--- src/rtl/timer_share_arbiter_if.sv ---
// Bundle between the per-core timer request registers, the arbiter and the shared
// timer/counter unit. The slave modport is the arbiter's view; master is the environment's.
interface timer_share_arbiter_if #(
  parameter int unsigned NUM_CORES = 4,
  parameter int unsigned ID_W      = 2
);
  logic [NUM_CORES-1:0]    req;
  logic [16*NUM_CORES-1:0] req_preset;
  logic [NUM_CORES-1:0]    req_mode;
  logic [NUM_CORES-1:0]    gnt;
  logic [NUM_CORES-1:0]    done;
  logic                    busy;
  logic [ID_W-1:0]         active_id;
  logic                    timer_wr_msb;
  logic [7:0]              timer_msb;
  logic                    timer_wr_lsb;
  logic [7:0]              timer_lsb;
  logic                    timercounter_en;
  logic                    timercounter_mode;
  logic                    timer_ov;

  modport master (
    output req, req_preset, req_mode, timer_ov,
    input  gnt, done, busy, active_id, timer_wr_msb, timer_msb, timer_wr_lsb, timer_lsb,
           timercounter_en, timercounter_mode
  );

  modport slave (
    input  req, req_preset, req_mode, timer_ov,
    output gnt, done, busy, active_id, timer_wr_msb, timer_msb, timer_wr_lsb, timer_lsb,
           timercounter_en, timercounter_mode
  );
endinterface

--- src/rtl/timer_share_arbiter.sv ---
// Round-robin sharing of one timer/counter unit between NUM_CORES cores: load the granted
// core's 16-bit preset (MSB then LSB), count until overflow, then pulse DONE to that core.
module timer_share_arbiter #(
  parameter int unsigned NUM_CORES = 4,
  parameter int unsigned ID_W      = 2
) (
  input logic                   CLK,
  input logic                   CPU_Reset_n,
  timer_share_arbiter_if.slave  arb_io
);

  localparam int unsigned IdxW = (NUM_CORES > 1) ? $clog2(NUM_CORES) : 1;

  typedef enum logic [2:0] {StIdle, StLoadMsb, StLoadLsb, StRun, StFinish} state_e;

  state_e               state_q;
  logic [NUM_CORES-1:0] gnt_q;
  logic [ID_W-1:0]      active_id_q;
  logic [7:0]           msb_q;
  logic [7:0]           lsb_q;
  logic                 mode_q;
  logic                 ran_q;
  logic [IdxW-1:0]      rr_q;

  logic            win_vld;
  logic [IdxW-1:0] win_idx;
  logic [IdxW-1:0] cand;
  logic [15:0]     win_preset;
  logic            req_held;
  logic            stop;

  // First requester after the last winner, wrapping modulo NUM_CORES.
  always_comb begin
    win_vld = 1'b0;
    win_idx = '0;
    cand    = '0;
    for (int unsigned k = 1; k <= NUM_CORES; k++) begin
      cand = IdxW'((32'(rr_q) + k) % NUM_CORES);
      if (!win_vld && arb_io.req[cand]) begin
        win_vld = 1'b1;
        win_idx = cand;
      end
    end
  end

  assign win_preset = arb_io.req_preset[16*win_idx +: 16];
  assign req_held   = |(arb_io.req & gnt_q);

  // In up mode the unit starts away from zero, but a stale OV can still be high in the first
  // RUN cycle; in down mode OV must stop the count at once or the unit wraps to FFFF.
  assign stop = arb_io.timer_ov && (ran_q || !mode_q);

  always_ff @(posedge CLK or negedge CPU_Reset_n) begin
    if (!CPU_Reset_n) begin
      state_q     <= StIdle;
      gnt_q       <= '0;
      active_id_q <= '0;
      msb_q       <= '0;
      lsb_q       <= '0;
      mode_q      <= 1'b0;
      ran_q       <= 1'b0;
      rr_q        <= IdxW'(NUM_CORES - 1);
    end else begin
      case (state_q)
        StIdle: begin
          if (win_vld) begin
            state_q     <= StLoadMsb;
            gnt_q       <= NUM_CORES'(1) << win_idx;
            active_id_q <= ID_W'(win_idx);
            msb_q       <= win_preset[15:8];
            lsb_q       <= win_preset[7:0];
            mode_q      <= arb_io.req_mode[win_idx];
            rr_q        <= win_idx;
          end
        end
        StLoadMsb: begin
          state_q <= req_held ? StLoadLsb : StIdle;
        end
        StLoadLsb: begin
          ran_q   <= 1'b0;
          state_q <= req_held ? StRun : StIdle;
        end
        StRun: begin
          ran_q <= 1'b1;
          if (!req_held) begin
            state_q <= StIdle;
          end else if (stop) begin
            state_q <= StFinish;
          end
        end
        StFinish: begin
          state_q <= StIdle;
        end
        default: begin
          state_q <= StIdle;
        end
      endcase
      // Abort or completion both leave the grant.
      if ((state_q == StFinish) ||
          ((state_q inside {StLoadMsb, StLoadLsb, StRun}) && !req_held)) begin
        gnt_q       <= '0;
        active_id_q <= '0;
      end
    end
  end

  assign arb_io.gnt               = gnt_q;
  assign arb_io.done              = (state_q == StFinish) ? gnt_q : '0;
  assign arb_io.busy              = (state_q != StIdle);
  assign arb_io.active_id         = active_id_q;
  assign arb_io.timer_wr_msb      = (state_q == StLoadMsb);
  assign arb_io.timer_msb         = msb_q;
  assign arb_io.timer_wr_lsb      = (state_q == StLoadLsb);
  assign arb_io.timer_lsb         = lsb_q;
  assign arb_io.timercounter_en   = (state_q == StRun) && !stop;
  assign arb_io.timercounter_mode = mode_q;

endmodule

--- src/flat_wrapper.sv ---
// flat-port wrapper written by rule: the top's interface ports become plain ports
module timer_share_arbiter_flat 
#(
  parameter int unsigned NUM_CORES = 4,
  parameter int unsigned ID_W      = 2
)
  (CLK, CPU_Reset_n, arb_io_req, arb_io_req_preset, arb_io_req_mode, arb_io_timer_ov, arb_io_gnt, arb_io_done, arb_io_busy, arb_io_active_id, arb_io_timer_wr_msb, arb_io_timer_msb, arb_io_timer_wr_lsb, arb_io_timer_lsb, arb_io_timercounter_en, arb_io_timercounter_mode);
  timer_share_arbiter_if #(.NUM_CORES(NUM_CORES), .ID_W(ID_W)) arb_io_i ();
  input logic CLK;
  input logic CPU_Reset_n;
  input wire logic [$bits(arb_io_i.req)-1:0] arb_io_req;
  input wire logic [$bits(arb_io_i.req_preset)-1:0] arb_io_req_preset;
  input wire logic [$bits(arb_io_i.req_mode)-1:0] arb_io_req_mode;
  input wire logic [$bits(arb_io_i.timer_ov)-1:0] arb_io_timer_ov;
  output wire logic [$bits(arb_io_i.gnt)-1:0] arb_io_gnt;
  output wire logic [$bits(arb_io_i.done)-1:0] arb_io_done;
  output wire logic [$bits(arb_io_i.busy)-1:0] arb_io_busy;
  output wire logic [$bits(arb_io_i.active_id)-1:0] arb_io_active_id;
  output wire logic [$bits(arb_io_i.timer_wr_msb)-1:0] arb_io_timer_wr_msb;
  output wire logic [$bits(arb_io_i.timer_msb)-1:0] arb_io_timer_msb;
  output wire logic [$bits(arb_io_i.timer_wr_lsb)-1:0] arb_io_timer_wr_lsb;
  output wire logic [$bits(arb_io_i.timer_lsb)-1:0] arb_io_timer_lsb;
  output wire logic [$bits(arb_io_i.timercounter_en)-1:0] arb_io_timercounter_en;
  output wire logic [$bits(arb_io_i.timercounter_mode)-1:0] arb_io_timercounter_mode;
  assign arb_io_i.req = arb_io_req;
  assign arb_io_i.req_preset = arb_io_req_preset;
  assign arb_io_i.req_mode = arb_io_req_mode;
  assign arb_io_i.timer_ov = arb_io_timer_ov;
  assign arb_io_gnt = arb_io_i.gnt;
  assign arb_io_done = arb_io_i.done;
  assign arb_io_busy = arb_io_i.busy;
  assign arb_io_active_id = arb_io_i.active_id;
  assign arb_io_timer_wr_msb = arb_io_i.timer_wr_msb;
  assign arb_io_timer_msb = arb_io_i.timer_msb;
  assign arb_io_timer_wr_lsb = arb_io_i.timer_wr_lsb;
  assign arb_io_timer_lsb = arb_io_i.timer_lsb;
  assign arb_io_timercounter_en = arb_io_i.timercounter_en;
  assign arb_io_timercounter_mode = arb_io_i.timercounter_mode;
  timer_share_arbiter #(.NUM_CORES(NUM_CORES), .ID_W(ID_W)) u_core (.CLK(CLK), .CPU_Reset_n(CPU_Reset_n), .arb_io(arb_io_i));
endmodule
--- config.mk ---
export PLATFORM = sky130hd
export DESIGN_NAME = timer_share_arbiter_flat
export DESIGN_NICKNAME = d
export VERILOG_FILES = /design/src/rtl/timer_share_arbiter_if.sv /design/src/rtl/timer_share_arbiter.sv /design/src/flat_wrapper.sv
export SDC_FILE = /design/constraint.sdc
export NUM_CORES = 1
export LEC_CHECK = 0
export ABC_AREA = 1
export CELL_PAD_IN_SITES_DETAIL_PLACEMENT = 0
export CELL_PAD_IN_SITES_GLOBAL_PLACEMENT = 1
export CORE_MARGIN = 5
export CORE_UTILIZATION = 24
export DETAILED_ROUTE_END_ITERATION = 10
export MAX_ROUTING_LAYER = met4
export PLACE_DENSITY_LB_ADDON = 0.1
export SYNTH_ARGS = -nofsm -noshare
export SYNTH_HDL_FRONTEND = slang
export SYNTH_SLANG_ARGS = --single-unit
--- constraint.sdc ---
create_clock -name CLK -period 2.1 [get_ports CLK]
set_clock_uncertainty 0.1 [all_clocks]
set_input_delay 0.42 -clock CLK [delete_from_list [all_inputs] [get_ports CLK]]
set_output_delay 0.42 -clock CLK [all_outputs]
set_load 0.01 [all_outputs]
### Cell sizes after repair, run 1

Scale bar: 20 um.
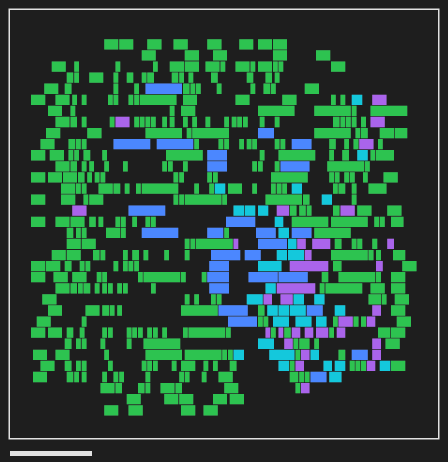
legend:
  _2 cells:
    color: purple
    cells: 33
    share: 6.7%
    most_used: nand2_2
  _6 and larger:
    color: blue
    cells: 27
    share: 5.5%
    most_used: clkbuf_8
  _3 and _4 cells:
    color: cyan
    cells: 34
    share: 6.9%
    most_used: buf_4
  _0 and _1 cells:
    color: green
    cells: 401
    share: 81%
    most_used: nand2_1
area added between synthesis and finish: 83.2%
final critical-path setup slack: -0.0765 ns

### Routed clock nets over the placement, run 1

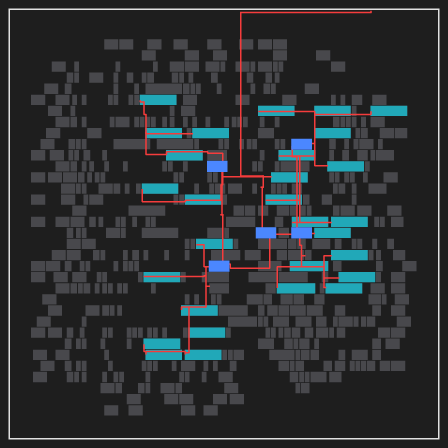
legend:
  clock wires:
    color: red
    length: 472 um
  clock drivers:
    color: blue
    count: 5
  flip-flops:
    color: cyan
    count: 29
routed clock nets: 6
worst skew pair latency: 0.28 ns
share of total power in the clock network: 6.4%
power in the clock group: 511 uW

### Signal metal coverage by tile, run 1

The die is cut into 21 by 21 equal tiles; dark blue is low, red is high, scaled to the fullest tile. Values are wire area over tile area, all layers added.
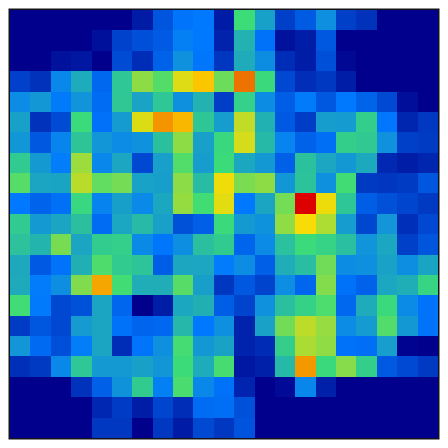
nearly empty tiles: 16%
emptiest ninth of the die: top right
mean over tiles: 0.12
tiles over half the peak: 12%

==> impl.org, run 1 <==
* Flow results

** Job
- Max-cap violations in this run came to 0.
- OpenROAD warning count :: 28

** Status
- The run finished, with violations left.
- The final reports fail on negative setup slack.

** Final layout
- Biggest area consumer among cell classes :: buffers
- In the final layout, flip-flops and latches take up 18.3% of the cell area.
- Net count, final :: 569
- Final-layout fill cell count :: approximately 900
- Count of non-filler cells in the finished layout :: around 600
- Comb gate area :: roughly 1400 um2
- After routing the design area is between 3000 and 4000 um2.

** Clock network
- Number of setup buffers added after CTS :: 5
- Max Buffers Root-to-Sink :: 2
- Clock-pin slew reported for the worst setup and hold paths after clock tree synthesis :: 0.06 ns
- TritonCTS built the clock tree.
- H-tree levels :: 2

** Synth
- Mean post-synth cell area :: 6.03 um2
- The synthesis stat section lists a flop and latch total of 29.
- Area figure in the yosys stat output :: about 2200 um2
- Cell with the most instances after synthesis :: sky130_fd_sc_hd__nand2_1

** Floorplan
- Before placement the cells fill 24.7% of the core.
- Across the placement rows, the number of tap cells is around 110.

** Worst hold path
- According to the hold report, the worst path is of the reg2reg type.

** Placed design
- The post-placement cell area is ~3500 um2.
- Count of placed standard cells including taps :: ~580

** Timing
- Max Clk Rate :: approximately 0.46 GHz
- Pins over their slew limit :: 0
- Final setup fails :: 17
- Setup slack on the critical path of the routed design comes to -0.0765 ns.

** Worst setup path
- Data on the critical path is required at its endpoint by approximately 2.2 ns.
- The worst register-to-register path ends at u_core.arb_io.timer_msb[1].
- Count of cell instances traversed by the critical path :: 15
- Largest stage delay on the critical path :: approximately 0.6 ns
- Per STA, the worst path is made up of inv_4 -> nand2_2 -> nand2_2 -> nand2_2 -> nand2_4 -> nor2_4 -> nand3_4 -> buf_12 -> clkbuf_16 -> nand3_1 -> nand2_1 -> nand2_1 -> nand2_1 -> nand2_1 -> nand2_1.

** Route
- Once detail routing completed, the nets flagged for antenna violations numbered 0.

** Global routing
- Remaining global-route overflow :: 0
- The number of antenna violations at the first check in global routing came to 0.
## run 1: per-layer routing
metal | share of wire [%] | track usage (%)
met1 | 47 | 18.9
met2 | 46 | 20.4
met3 | 5.8 | 2.84
met4 | 1.3 | 3.56
met5 | 0 | -
## run 1: cell families (layout without fill, tap and decap cells)
kind of cell / after synthesis / in the layout / share of synthesized area (%)
flops: 29 / 29 / 33.6
simple gates: 274 / 274 / 52.5
buf+inv: 41 / 177 / 9.24
compound gates: 15 / 15 / 4.68
## run 1: layout by cell type, fill, tap and decap left out, drive strengths merged, types with 3 or more instances in the layout
cell type,synthesis,routed
buf,16,34
clkbuf,0,14
clkdlybuf4s50,0,98
dfrtp,27,27
dlygate4sd2,0,3
inv,25,25
nand2,213,213
nand3,44,44
nor2,11,11
nor3,4,4
o21ai,8,8
==> run 2: changes to the inputs <==
--- a/config.mk
+++ b/config.mk
@@ -13,6 +13,7 @@
 export DETAILED_ROUTE_END_ITERATION = 10
 export MAX_ROUTING_LAYER = met4
 export PLACE_DENSITY_LB_ADDON = 0.1
+export SLEW_MARGIN = 20
 export SYNTH_ARGS = -nofsm -noshare
 export SYNTH_HDL_FRONTEND = slang
 export SYNTH_SLANG_ARGS = --single-unit
==> constraint.sdc (replaced) <==
create_clock -name CLK -period 2.1 [get_ports CLK]
set_clock_uncertainty 0.1 [all_clocks]
set_input_delay 0.42 -clock CLK [delete_from_list [all_inputs] [get_ports CLK]]
set_output_delay 0.42 -clock CLK [all_outputs]
set_load 0.005 [all_outputs]
### Placement view, run 2

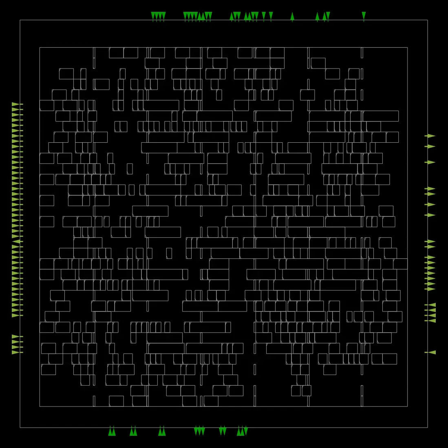
Core ar.: 8760 um2
num tapcells: 108
count of non-filler cells in the finished layout: 608
number of sequential cells: 29

==> impl.org, run 2 <==
* Flow results

** Synth
- The cell with the most instances after synthesis is sky130_fd_sc_hd__nand2_1 (unchanged).
- Registers, synthesis :: 29 (unchanged)
- The xor/xnor cell area share of the yosys netlist came to 0% (unchanged).
- Adder-Cell Fraction of Synth Area :: 0% (unchanged)
- Area figure in the yosys stat output :: 2170 um2 (unchanged)

** Final layout
- The finished layout cell area was 4070 um2 (was 3970 um2).
- Commonest non-fill, non-tap cell in the layout :: sky130_fd_sc_hd__nand2_1 (unchanged)
- The filler cell count is 921 (was 912).
- The synthesis-to-finish area growth was 87.7% (was 83.2%).
- Most used cells in the layout excluding fill and tap cells :: 162 x sky130_fd_sc_hd__nand2_1, 99 x sky130_fd_sc_hd__clkdlybuf4s50_1, 42 x sky130_fd_sc_hd__nand2_2 (was 193 x sky130_fd_sc_hd__nand2_1, 98 x sky130_fd_sc_hd__clkdlybuf4s50_1, 39 x sky130_fd_sc_hd__nand3_1)

** Timing
- Final setup fails :: 17 (unchanged)
- The setup slack after layout is -0.0791 ns (was -0.0765 ns).

** Route
- Highest metal layer used by the detailed router :: met4 (unchanged)
- Metal3 WL :: 473 um (was 499 um)
- The number of nets with antenna violations after detailed routing came to 0 (unchanged).

** Status
- Result of the run :: finished with violations (unchanged)
- Violations in the final reports: negative setup slack (unchanged).

** Global routing
- The leftover overflow at the end of global routing is 0 (unchanged).
- The met1 layer usage reported by global route was 18.9% (about the same).

** Placed design
- The post-detailed-placement cell area was 3460 um2 (unchanged).

** Worst setup path
- Worst-path cell chain :: buf_4 -> nand2_1 -> and2_4 -> o21a_4 -> nand3_4 -> nand2_8 -> clkbuf_16 -> nand2_1 -> nand2_1 -> nand2_1 -> nand2_1 -> nand2_1 -> nand2_1 (was inv_4 -> nand2_2 -> nand2_2 -> nand2_2 -> nand2_4 -> nor2_4 -> nand3_4 -> buf_12 -> clkbuf_16 -> nand3_1 -> nand2_1 -> nand2_1 -> nand2_1 -> nand2_1 -> nand2_1)

** Clock network
- The insertion delay at the late pin of the worst-skew pair is 0.28 ns (about the same).
### Where the registers sit, run 2

Scale bar: 20 um. Other sequential cells in the stronger gray, the rest of the logic in the fainter gray.
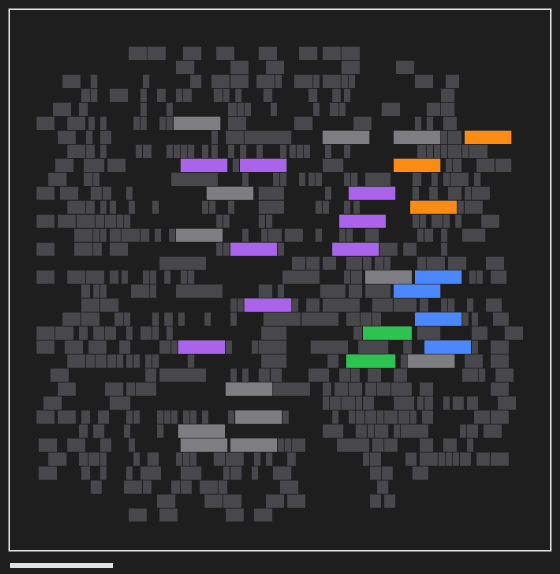
legend:
  u_core.rr_q:
    color: green
    sequential_cells: 2
  u_core.state_q:
    color: orange
    sequential_cells: 3
  u_core.arb_io.gnt:
    color: blue
    sequential_cells: 4
    where: right middle
  u_core.arb_io.timer_msb:
    color: purple
    sequential_cells: 8
    where: middle
fin util: 46.4%
Seq. cell area: 728 um2
P_seq: 1030 uW
sequential share of cell area: 17.9%

[run 2: cell counts after synthesis]
Identical to the previous run, type by type.
[run 2: final timing paths]
check                           depth (start not counted)                          to  slack (ns)
worst max-delay path                                   13  u_core.arb_io.timer_msb[0]       -0.08
worst min-delay path                                    2  u_core.arb_io.timer_lsb[2]        0.37
max in group asynchronous                               2              u_core.rr_q[1]        1.13
worst min register to register                          2  u_core.arb_io.timer_lsb[2]        0.37
min in group asynchronous                               2        u_core.arb_io.gnt[0]        0.44
worst max register to register                         13  u_core.arb_io.timer_msb[0]       -0.08
[run 2: tightest hold or removal path: cells and delay by family, from the launching register on]
family | cells | cell delay (ns)
flops | 1 | 0.34
simple gates | 2 | 0.10
==> run 3: changes to the inputs <==
--- a/config.mk
+++ b/config.mk
@@ -6,6 +6,7 @@
 export NUM_CORES = 1
 export LEC_CHECK = 0
 export ABC_AREA = 1
+export CAP_MARGIN = 20
 export CELL_PAD_IN_SITES_DETAIL_PLACEMENT = 0
 export CELL_PAD_IN_SITES_GLOBAL_PLACEMENT = 1
 export CORE_MARGIN = 5
@@ -17,3 +18,4 @@
 export SYNTH_ARGS = -nofsm -noshare
 export SYNTH_HDL_FRONTEND = slang
 export SYNTH_SLANG_ARGS = --single-unit
+export TNS_END_PERCENT = 1
### Routed clock nets over the placement, run 3

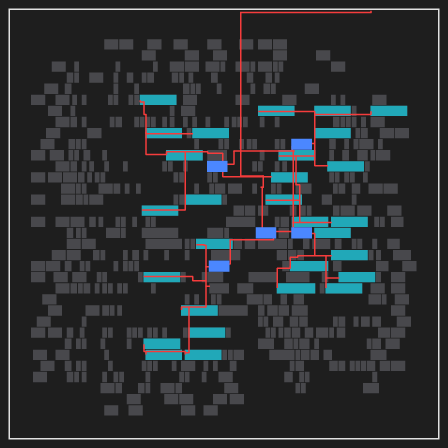
legend:
  clock drivers:
    color: blue
    count: 5
  clock wires:
    color: red
    length: 459 um
  flip-flops:
    color: cyan
    count: 29
routed clock nets: 6
power in the clock group: 507 uW
share of total power in the clock network: 7.1%

==> impl.org, run 3 <==
* Flow results

** Status
- Result of the run :: finished with violations (unchanged)
- Violations in the final reports :: negative setup slack (unchanged)

** Floorplan
- The floorplan core density came to 24.7% (unchanged).
- Core ar. :: 8760 um2 (unchanged)

** Worst hold path
- The worst-case hold path end point is u_core.arb_io.timer_lsb[2] (unchanged).
- The worst min-delay path class was reg2reg (unchanged).
- The worst hold path cell count is 2 (unchanged).

** Job
- The number of warning messages in the logs came to 28 (unchanged).

** Synth
- MUX area fraction :: 0% (unchanged)
- Adder-Cell Fraction of Synth Area :: 0% (unchanged)
- The xor/xnor cell area share of the yosys netlist was 0% (unchanged).
- Biggest combinational cell group after synthesis :: simple AND/OR/NAND/NOR gates (unchanged)
- The average instance area after synthesis is 6.03 um2 (unchanged).
- Simple logic cell fraction of the synthesized area :: 52.5% (unchanged)
- The cell with the most instances after synthesis is sky130_fd_sc_hd__nand2_1 (unchanged).
- Area figure in the yosys stat output :: 2170 um2 (unchanged)

** Timing
- The max-slew violation count came to 0 (unchanged).
- The final number of setup-violating endpoints is 19 (was 17).
- The setup slack after layout was -0.0500 ns (was -0.0791 ns).
- The maximum clock frequency is 0.465 GHz (was 0.459 GHz).

** Worst setup path
- The data required time at the worst endpoint is 2.17 ns (was 2.18 ns).
- Setup slack of the most critical reg-to-reg path :: -0.05 ns (was -0.08 ns)
- The length in cells of the worst reg-to-reg path was 17 (was 13).
- Count of cell instances traversed by the critical path :: 17 (was 13)
- Worst-path cell chain: buf_6 -> nand2_1 -> nand2_2 -> nand2_1 -> nand2_2 -> nand2_1 -> nand2_1 -> nand2_2 -> nand2_4 -> nand2_4 -> buf_12 -> nand2_1 -> nand2_1 -> nand2_1 -> nand2_1 -> nand2_1 -> nand2_1 (was buf_4 -> nand2_1 -> and2_4 -> o21a_4 -> nand3_4 -> nand2_8 -> clkbuf_16 -> nand2_1 -> nand2_1 -> nand2_1 -> nand2_1 -> nand2_1 -> nand2_1).

** Final layout
- Comb gate area :: 1310 um2 (was 1450 um2)
- Most used cells in the layout excluding fill and tap cells: 195 x sky130_fd_sc_hd__nand2_1, 101 x sky130_fd_sc_hd__clkdlybuf4s50_1, 42 x sky130_fd_sc_hd__nand3_1 (was 162 x sky130_fd_sc_hd__nand2_1, 99 x sky130_fd_sc_hd__clkdlybuf4s50_1, 42 x sky130_fd_sc_hd__nand2_2).
- Fin area :: 3740 um2 (was 4070 um2)
- The final cell count without fillers was 590 (was 608).
- Final-layout fill cell count :: 934 (was 921)
- The net total in the final layout came to 556 (was 574).
- The synthesis-to-finish area growth was 72.5% (was 87.7%).

** Clock network
- The number of setup buffers added after CTS is 0 (was 11).
- The CTS tree is built (unchanged).
- H-tree levels :: 2 (unchanged)
- The clock transition at the registers of the reported paths came to 0.06 ns (was 0.07 ns).
- Max Buffers Root-to-Sink :: 2 (unchanged)

** Placed design
- The cell count after placement came to 576 (unchanged).
- Placed standard-cell area :: 3460 um2 (unchanged)

** Global routing
- Remaining global-route overflow :: 0 (unchanged)
- The number of antenna violations at the first check in global routing is 0 (unchanged).

** Route
- The number of nets with antenna violations after detailed routing came to 0 (unchanged).

** Pwr
- The sequential group power came to 1040 uW (was 1030 uW).
### Signal metal coverage by tile, run 3

The die is cut into 21 by 21 equal tiles; dark blue is low, red is high, scaled to the fullest tile. Values are wire area over tile area, all layers added.
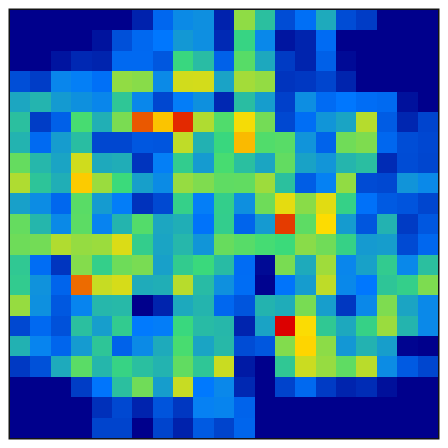
mean over tiles: 0.12
nearly empty tiles: 15%
densest ninth of the die: left middle
fullest tile: 0.38
tiles over half the peak: 20%

==> run 3: cell count changes in the layout (fill, tap and decap cells not counted), moves of 3 or more <==
cell	delta
sky130_fd_sc_hd__nand2_4	-5
sky130_fd_sc_hd__nand2_1	+33
sky130_fd_sc_hd__nand2_2	-27
sky130_fd_sc_hd__clkbuf_16	-3
sky130_fd_sc_hd__buf_4	-16
==> run 3: area by class of cell <==
cell class                 instances  share of cell area, %
timing repair buffer             131                   36.3
multi-input combinational        289                   35.1
clock buffer                       7                   2.58
sequential                        29                   19.5
clock inverter                     1                  0.134
inverter                          25                   2.71
tap                              108                   3.62
==> run 3: per-layer routing <==
layer	GRT usage [%]	part of all wire, %
met1	18.8	49
met2	20.2	44
met3	2.96	6.6
met4	3.56	0.95
met5	-	0
Power and IR drop assume default switching activity.
